Figure 1. I/O nets highlighted.
Scale: 1.5 px per um.
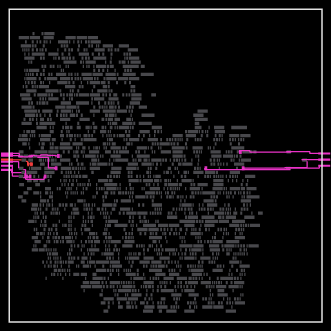
Figure 2. Cell classes on the final placement.
Scale: 2 px per um.
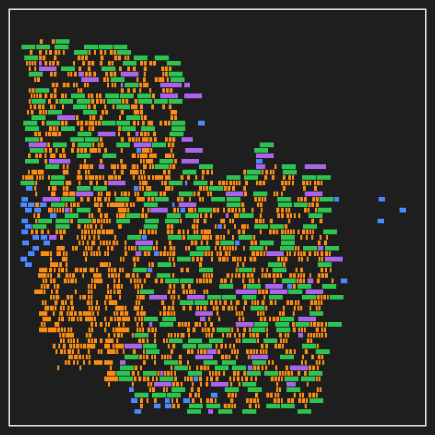
Figure 3. Met1 routing.
Scale: 2 px per um. Supply wires on this layer in grey.
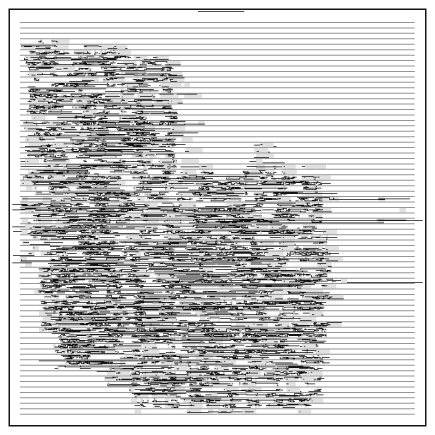
Figure 4. Cell area per tile.
Scale: 2 px per um. 21 x 21 tiles, from dark blue (low) to red (high), 0 to 100% covered.
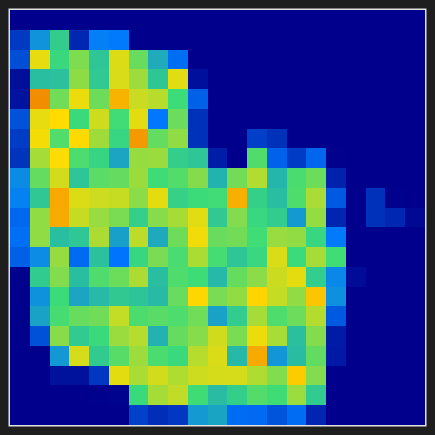
===== src/rtl/processor_gen.sv =====
// ============================================================================
// Module      : processor_gen
// Description : Accumulator micro-core with FETCH/EXEC/HALT sequencing, a
//               register file, ALU flags and a bounded call stack.
// Revision    : 1.0 - initial release
// ============================================================================
`default_nettype none

module processor_gen #(
    parameter int DW     = 8,
    parameter int NREG   = 16,
    parameter int PCW    = 8,
    parameter int SDEPTH = 4,
    localparam int RAW   = $clog2(NREG),
    localparam int IW    = 4 + RAW
) (
    input  logic           clk,
    input  logic           CLB,
    input  logic [IW-1:0]  INST,
    input  logic           INST_VALID,
    output logic           INST_REQ,
    output logic [PCW-1:0] PC,
    output logic [DW-1:0]  ACC,
    output logic           Z,
    output logic           C,
    output logic           HALTED,
    output logic           ERR
);

    // Stack pointer counts 0..SDEPTH; the slot array is sized to the pointer
    // range so every pointer value is a legal index.
    localparam int SPW    = $clog2(SDEPTH + 1);
    localparam int SSLOTS = 2 ** SPW;
    localparam logic [SPW-1:0] c_sp_full = SPW'(SDEPTH);

    localparam logic [3:0] c_op_nop = 4'h0;
    localparam logic [3:0] c_op_ldi = 4'h1;
    localparam logic [3:0] c_op_ldr = 4'h2;
    localparam logic [3:0] c_op_str = 4'h3;
    localparam logic [3:0] c_op_add = 4'h4;
    localparam logic [3:0] c_op_sub = 4'h5;
    localparam logic [3:0] c_op_and = 4'h6;
    localparam logic [3:0] c_op_or  = 4'h7;
    localparam logic [3:0] c_op_xor = 4'h8;
    localparam logic [3:0] c_op_shl = 4'h9;
    localparam logic [3:0] c_op_shr = 4'hA;
    localparam logic [3:0] c_op_jmp = 4'hB;
    localparam logic [3:0] c_op_jz  = 4'hC;
    localparam logic [3:0] c_op_jc  = 4'hD;
    localparam logic [3:0] c_op_cal = 4'hE;
    localparam logic [3:0] c_op_sys = 4'hF;

    typedef enum logic [1:0] {
        S_FETCH = 2'd0,
        S_EXEC  = 2'd1,
        S_HALT  = 2'd2
    } state_t;

    state_t         state_q, state_d;
    logic [PCW-1:0] pc_q, pc_d;
    logic [DW-1:0]  acc_q, acc_d;
    logic           z_q, z_d;
    logic           c_q, c_d;
    logic           err_q, err_d;
    logic [SPW-1:0] sp_q, sp_d;
    logic [IW-1:0]  ir_q, ir_d;
    logic [DW-1:0]  regs_q  [NREG];
    logic [DW-1:0]  regs_d  [NREG];
    logic [PCW-1:0] stack_q [SSLOTS];
    logic [PCW-1:0] stack_d [SSLOTS];

    logic [3:0]     w_opc;
    logic [RAW-1:0] w_op;
    logic [DW-1:0]  w_rdata;
    logic [DW-1:0]  w_imm;
    logic [PCW-1:0] w_tgt;
    logic [PCW-1:0] w_pc_inc;
    logic [DW:0]    w_sum;
    logic [DW:0]    w_diff;
    logic           w_upd_z;

    assign w_opc    = ir_q[IW-1:RAW];
    assign w_op     = ir_q[RAW-1:0];
    assign w_rdata  = regs_q[w_op];
    assign w_imm    = DW'(w_op);
    assign w_tgt    = PCW'(w_rdata);
    assign w_pc_inc = pc_q + PCW'(1);
    assign w_sum    = {1'b0, acc_q} + {1'b0, w_rdata};
    // Top bit of the extended difference is the unsigned borrow.
    assign w_diff   = {1'b0, acc_q} - {1'b0, w_rdata};

    always_comb begin
        state_d = state_q;
        pc_d    = pc_q;
        acc_d   = acc_q;
        z_d     = z_q;
        c_d     = c_q;
        err_d   = err_q;
        sp_d    = sp_q;
        ir_d    = ir_q;
        regs_d  = regs_q;
        stack_d = stack_q;
        w_upd_z = 1'b0;

        case (state_q)
            S_FETCH: begin
                if (INST_VALID) begin
                    ir_d    = INST;
                    state_d = S_EXEC;
                end
            end
            S_EXEC: begin
                state_d = S_FETCH;
                pc_d    = w_pc_inc;
                case (w_opc)
                    c_op_nop: ;
                    c_op_ldi: begin acc_d = w_imm;   w_upd_z = 1'b1; end
                    c_op_ldr: begin acc_d = w_rdata; w_upd_z = 1'b1; end
                    c_op_str: regs_d[w_op] = acc_q;
                    c_op_add: begin {c_d, acc_d} = w_sum; w_upd_z = 1'b1; end
                    c_op_sub: begin
                        acc_d   = w_diff[DW-1:0];
                        c_d     = w_diff[DW];
                        w_upd_z = 1'b1;
                    end
                    c_op_and: begin acc_d = acc_q & w_rdata; w_upd_z = 1'b1; end
                    c_op_or:  begin acc_d = acc_q | w_rdata; w_upd_z = 1'b1; end
                    c_op_xor: begin acc_d = acc_q ^ w_rdata; w_upd_z = 1'b1; end
                    c_op_shl: begin
                        c_d     = acc_q[DW-1];
                        acc_d   = {acc_q[DW-2:0], 1'b0};
                        w_upd_z = 1'b1;
                    end
                    c_op_shr: begin
                        c_d     = acc_q[0];
                        acc_d   = {1'b0, acc_q[DW-1:1]};
                        w_upd_z = 1'b1;
                    end
                    c_op_jmp: pc_d = w_tgt;
                    c_op_jz:  if (z_q) pc_d = w_tgt;
                    c_op_jc:  if (c_q) pc_d = w_tgt;
                    c_op_cal: begin
                        if (sp_q == c_sp_full) begin
                            err_d = 1'b1;
                        end else begin
                            stack_d[sp_q] = w_pc_inc;
                            sp_d          = sp_q + SPW'(1);
                            pc_d          = w_tgt;
                        end
                    end
                    c_op_sys: begin
                        if (w_op != '0) begin
                            pc_d    = pc_q;
                            state_d = S_HALT;
                        end else if (sp_q == '0) begin
                            err_d = 1'b1;
                        end else begin
                            pc_d = stack_q[sp_q - SPW'(1)];
                            sp_d = sp_q - SPW'(1);
                        end
                    end
                    default: ;
                endcase
                if (w_upd_z) begin
                    z_d = (acc_d == '0);
                end
            end
            S_HALT: ;
            default: state_d = S_FETCH;
        endcase
    end

    always_ff @(posedge clk) begin
        if (CLB) begin
            state_q <= S_FETCH;
            pc_q    <= '0;
            acc_q   <= '0;
            z_q     <= 1'b0;
            c_q     <= 1'b0;
            err_q   <= 1'b0;
            sp_q    <= '0;
            ir_q    <= '0;
            for (int i = 0; i < NREG; i++) begin
                regs_q[i] <= '0;
            end
            for (int i = 0; i < SSLOTS; i++) begin
                stack_q[i] <= '0;
            end
        end else begin
            state_q <= state_d;
            pc_q    <= pc_d;
            acc_q   <= acc_d;
            z_q     <= z_d;
            c_q     <= c_d;
            err_q   <= err_d;
            sp_q    <= sp_d;
            ir_q    <= ir_d;
            regs_q  <= regs_d;
            stack_q <= stack_d;
        end
    end

    assign INST_REQ = (state_q == S_FETCH);
    assign HALTED   = (state_q == S_HALT);
    assign PC       = pc_q;
    assign ACC      = acc_q;
    assign Z        = z_q;
    assign C        = c_q;
    assign ERR      = err_q;

endmodule

`default_nettype wire


===== config.mk =====
export PLATFORM = sky130hd
export DESIGN_NAME = processor_gen
export DESIGN_NICKNAME = d
export VERILOG_FILES = /design/src/rtl/processor_gen.sv
export SDC_FILE = /design/constraint.sdc
export NUM_CORES = 1
export LEC_CHECK = 0
export ABC_AREA = 1
export CORE_MARGIN = 5
export CORE_UTILIZATION = 30
export CTS_CLUSTER_DIAMETER = 40
export DETAILED_ROUTE_END_ITERATION = 10
export HOLD_SLACK_MARGIN = 0.08
export RECOVER_POWER = 100
export SLEW_MARGIN = 30
export SYNTH_ARGS = -nofsm -noshare
export SYNTH_HDL_FRONTEND = slang
export SYNTH_SLANG_ARGS = --single-unit

===== constraint.sdc =====
create_clock -name clk -period 8.75 [get_ports clk]
set_input_delay 2.1875 -clock clk [delete_from_list [all_inputs] [get_ports clk]]
set_output_delay 2.1875 -clock clk [all_outputs]
set_load 0.03 [all_outputs]

==> Slide: Implementation Results <==
Synthesis and Place & Route Summary

Floorplanning
  – Die Y: 207.5 um
  – Cell Rows: 72
  – Die footprint: 43070 sq um

Final timing
  – Fin crit share: 68.27%
  – Final Critical Period: 5.973 ns
  – Worst Setup Slack, final: 2.777 ns
  – Max Slew Vio Count: 79
  – Fmax: 167.4 MHz
  – Actual transition at the worst max-transition pin: 2.756 ns
  – Worst hold slack: 0.4435 ns
  – Setup TNS: 0 ns
  – Slew HR: -83.73%
  – # setup viols final: 0
  – Unrepaired setup endpoints after global routing: false

Global route
  – First-pass GRT wire length: 57150 um
  – Initial antenna violation count: 0
  – GRT overflow: 0
  – Vias in the first global route: 10670

Route
  – Via/cell ratio: 4.989
  – 1st-pass router iterations: 5
  – Routed len/inst: 15.80 um
  – Post-route ant nets: 0
  – # DRC: 0
  – Initial DRC Count: 1148

Logic synthesis
  – Distinct lib cells: 46
  – Floorplan Nets: 1786
  – Ys async rst share: 0%
  – Synth top cell by count: nand2_1
  – Gate Count Post-Synth: 1743
  – Main area contributors: dfxtp_1 38%, nand2_1 12%, o21ai_0 12%
  – # Cells Yosys: 1743
  – Yosys Warn Count: 0
  – Seq/Total Area, Yosys: 38.31%
  – Yosys reg bits: 224
  – Top cells by count: 370 x nand2_1, 275 x o21ai_0, 226 x a21oi_1
  – Area leader share: 38.31%
  – EDFF count, synth: 0
  – Cell type with the largest total area: dfxtp_1

Clock network
  – Post-CTS Hold Fix Bufs: 0
  – CTS tree: yes
  – # resized after CTS: 0
  – CTS H-tree lvls: 2
  – Clock transition at path regs: 0.05 ns
  – Clk_lat worst skew: 0.52 ns
  – TritonCTS Buffers: 35
  – # Post-CTS Setup Buffers: 0
  – Clk sinks: 224
  – Clock buffer depth: 3
  – Clk root buf: clkbuf_16

Run status
  – Failing checks: max-capacitance violations, max-slew violations
  – Status: complete, but fails checks

Worst setup path
  – Startpoint Class: input pin
  – CP arrival: 6.41 ns
  – Crit path DRT: 9.19 ns
  – Setup slack, reg-to-reg: 3.40 ns
  – Crit path kind: input pin to register
  – Crit path max fanout: 137

Placement
  – Post-Place Cells: 2212
  – Dpl ws: 3.829 ns
  – Gp weighted congestion: 0.8968
  – HPWL Detailed: 23850 um

Power
  – Switch share: 25.93%
  – PwrDens: 199.1 nW/um^2
  – NetSw: 698.9 uW
  – Clock network power share: 53.1%
  – Worst vdd ir: 0.1404 mV
  – Sequential Power Share: 38.9%

Final layout
  – # nets final: 1774
  – Final Non-Filler Cells: 2276
  – Top cell excl fill/tap: nand2_1
  – P&R area growth vs syn: 15.66%
  – Most frequent cells in the layout: 370 x nand2_1, 281 x o21ai_0, 226 x a21oi_1

Job
  – Max-cap violations: 1
  – Tool warnings: 48
## Picture notes: Figure 1
| colour | port | bits | direction | edge | end cells | buffers | wire |
|---|---|---|---|---|---|---|---|
| red | INST_VALID | 1 | input | left | 2 | 1 | 14.2 um |
| magenta | INST | 8 | input | 5 left, 3 right | 8 | 8 | 330 um |
I/O pin total: 32
IO buf count: 31

## Picture notes: Figure 2
| colour | class | cells |
|---|---|---|
| orange | combinational and other logic | 1425 |
| green | flops | 224 |
| blue | other buffers and delay cells | 45 |
| purple | clock drivers and dummy loads | 64 |
core area: 38650 sq um
Final Util: 35.03%
flop share of the area: 33.12%

## Picture notes: Figure 3
nets with wire on the layer: 1677
main direction: horizontal
longest straight run: 68.1 um
grt met1 use: 21.73%
vias after detailed routing: 11360
final WL: 35960 um

## Picture notes: Figure 4
fullest tile: 84%
tiles over 75% full: 2.9%
mean over tiles: 30%
nearly empty tiles: 38%
emptiest ninth of the die: top right
FP Util: 30.29%

[stage by stage]
step                      power, mW  area (sq um)
after global routing          2.784         13540
after detailed placement      1.285         12330
after floorplan               1.209         11710
final                         2.695         13540
after global placement        1.285         12330
after CTS                     2.719         13550
[logic make-up after synthesis]
family          synth area share (%)
flops                          38.31
fa+ha+maj                      3.549
mux                           0.1710
compound gates                 24.97
xor+xnor                      0.8125
simple gates                   21.22
buf+inv                        10.97
[registers in the layout, indices dropped and copies added (netlist names)]
name     count
ACC          8
C            1
ERR          1
PC           8
Z            1
ir_q         8
regs_q     128
sp_q         3
stack_q     64
state_q      2
[final timing paths]
kind / startpoint / end
hold / removal: regs_q[113] / regs_q[113]
hold reg to reg: regs_q[113] / regs_q[113]
setup reg to reg: ir_q[0] / Z
setup / recovery: CLB / stack_q[48]
[critical path, stage by stage]
cell           delay [ns]
dlygate4sd3_1        0.81
inv_6                0.71
clkbuf_1             2.00
o21ai_0              0.38
a21oi_1              0.25
[power by group through the flow]
stage	registers [mW]	logic (mW)	clock network, mW
after floorplan	1.07	0.136	0
after global placement	1.07	0.216	0
after detailed placement	1.07	0.216	0
after CTS	1.05	0.216	1.45
after global routing	1.05	0.240	1.50
final	1.05	0.218	1.43
[per-layer routing]
layer,wire length [um],up-vias,GRT usage [%]
li1,-,5665,-
met1,16810,5258,21.73
met4,1007,0,5.198
met2,16120,353,26.00
met3,2027,79,2.675
met5,0,-,0
[area by class of cell]
class	instances	area, sq um
fillers	4128	25110
clock inverters	23	272.8
multi-input cells	1202	5929
inverters	223	842.1
well taps	518	648.1
repair buffers	45	411.6
clock buffers	41	949.7
flip-flops and latches	224	4484
Power and IR drop assume default switching activity.
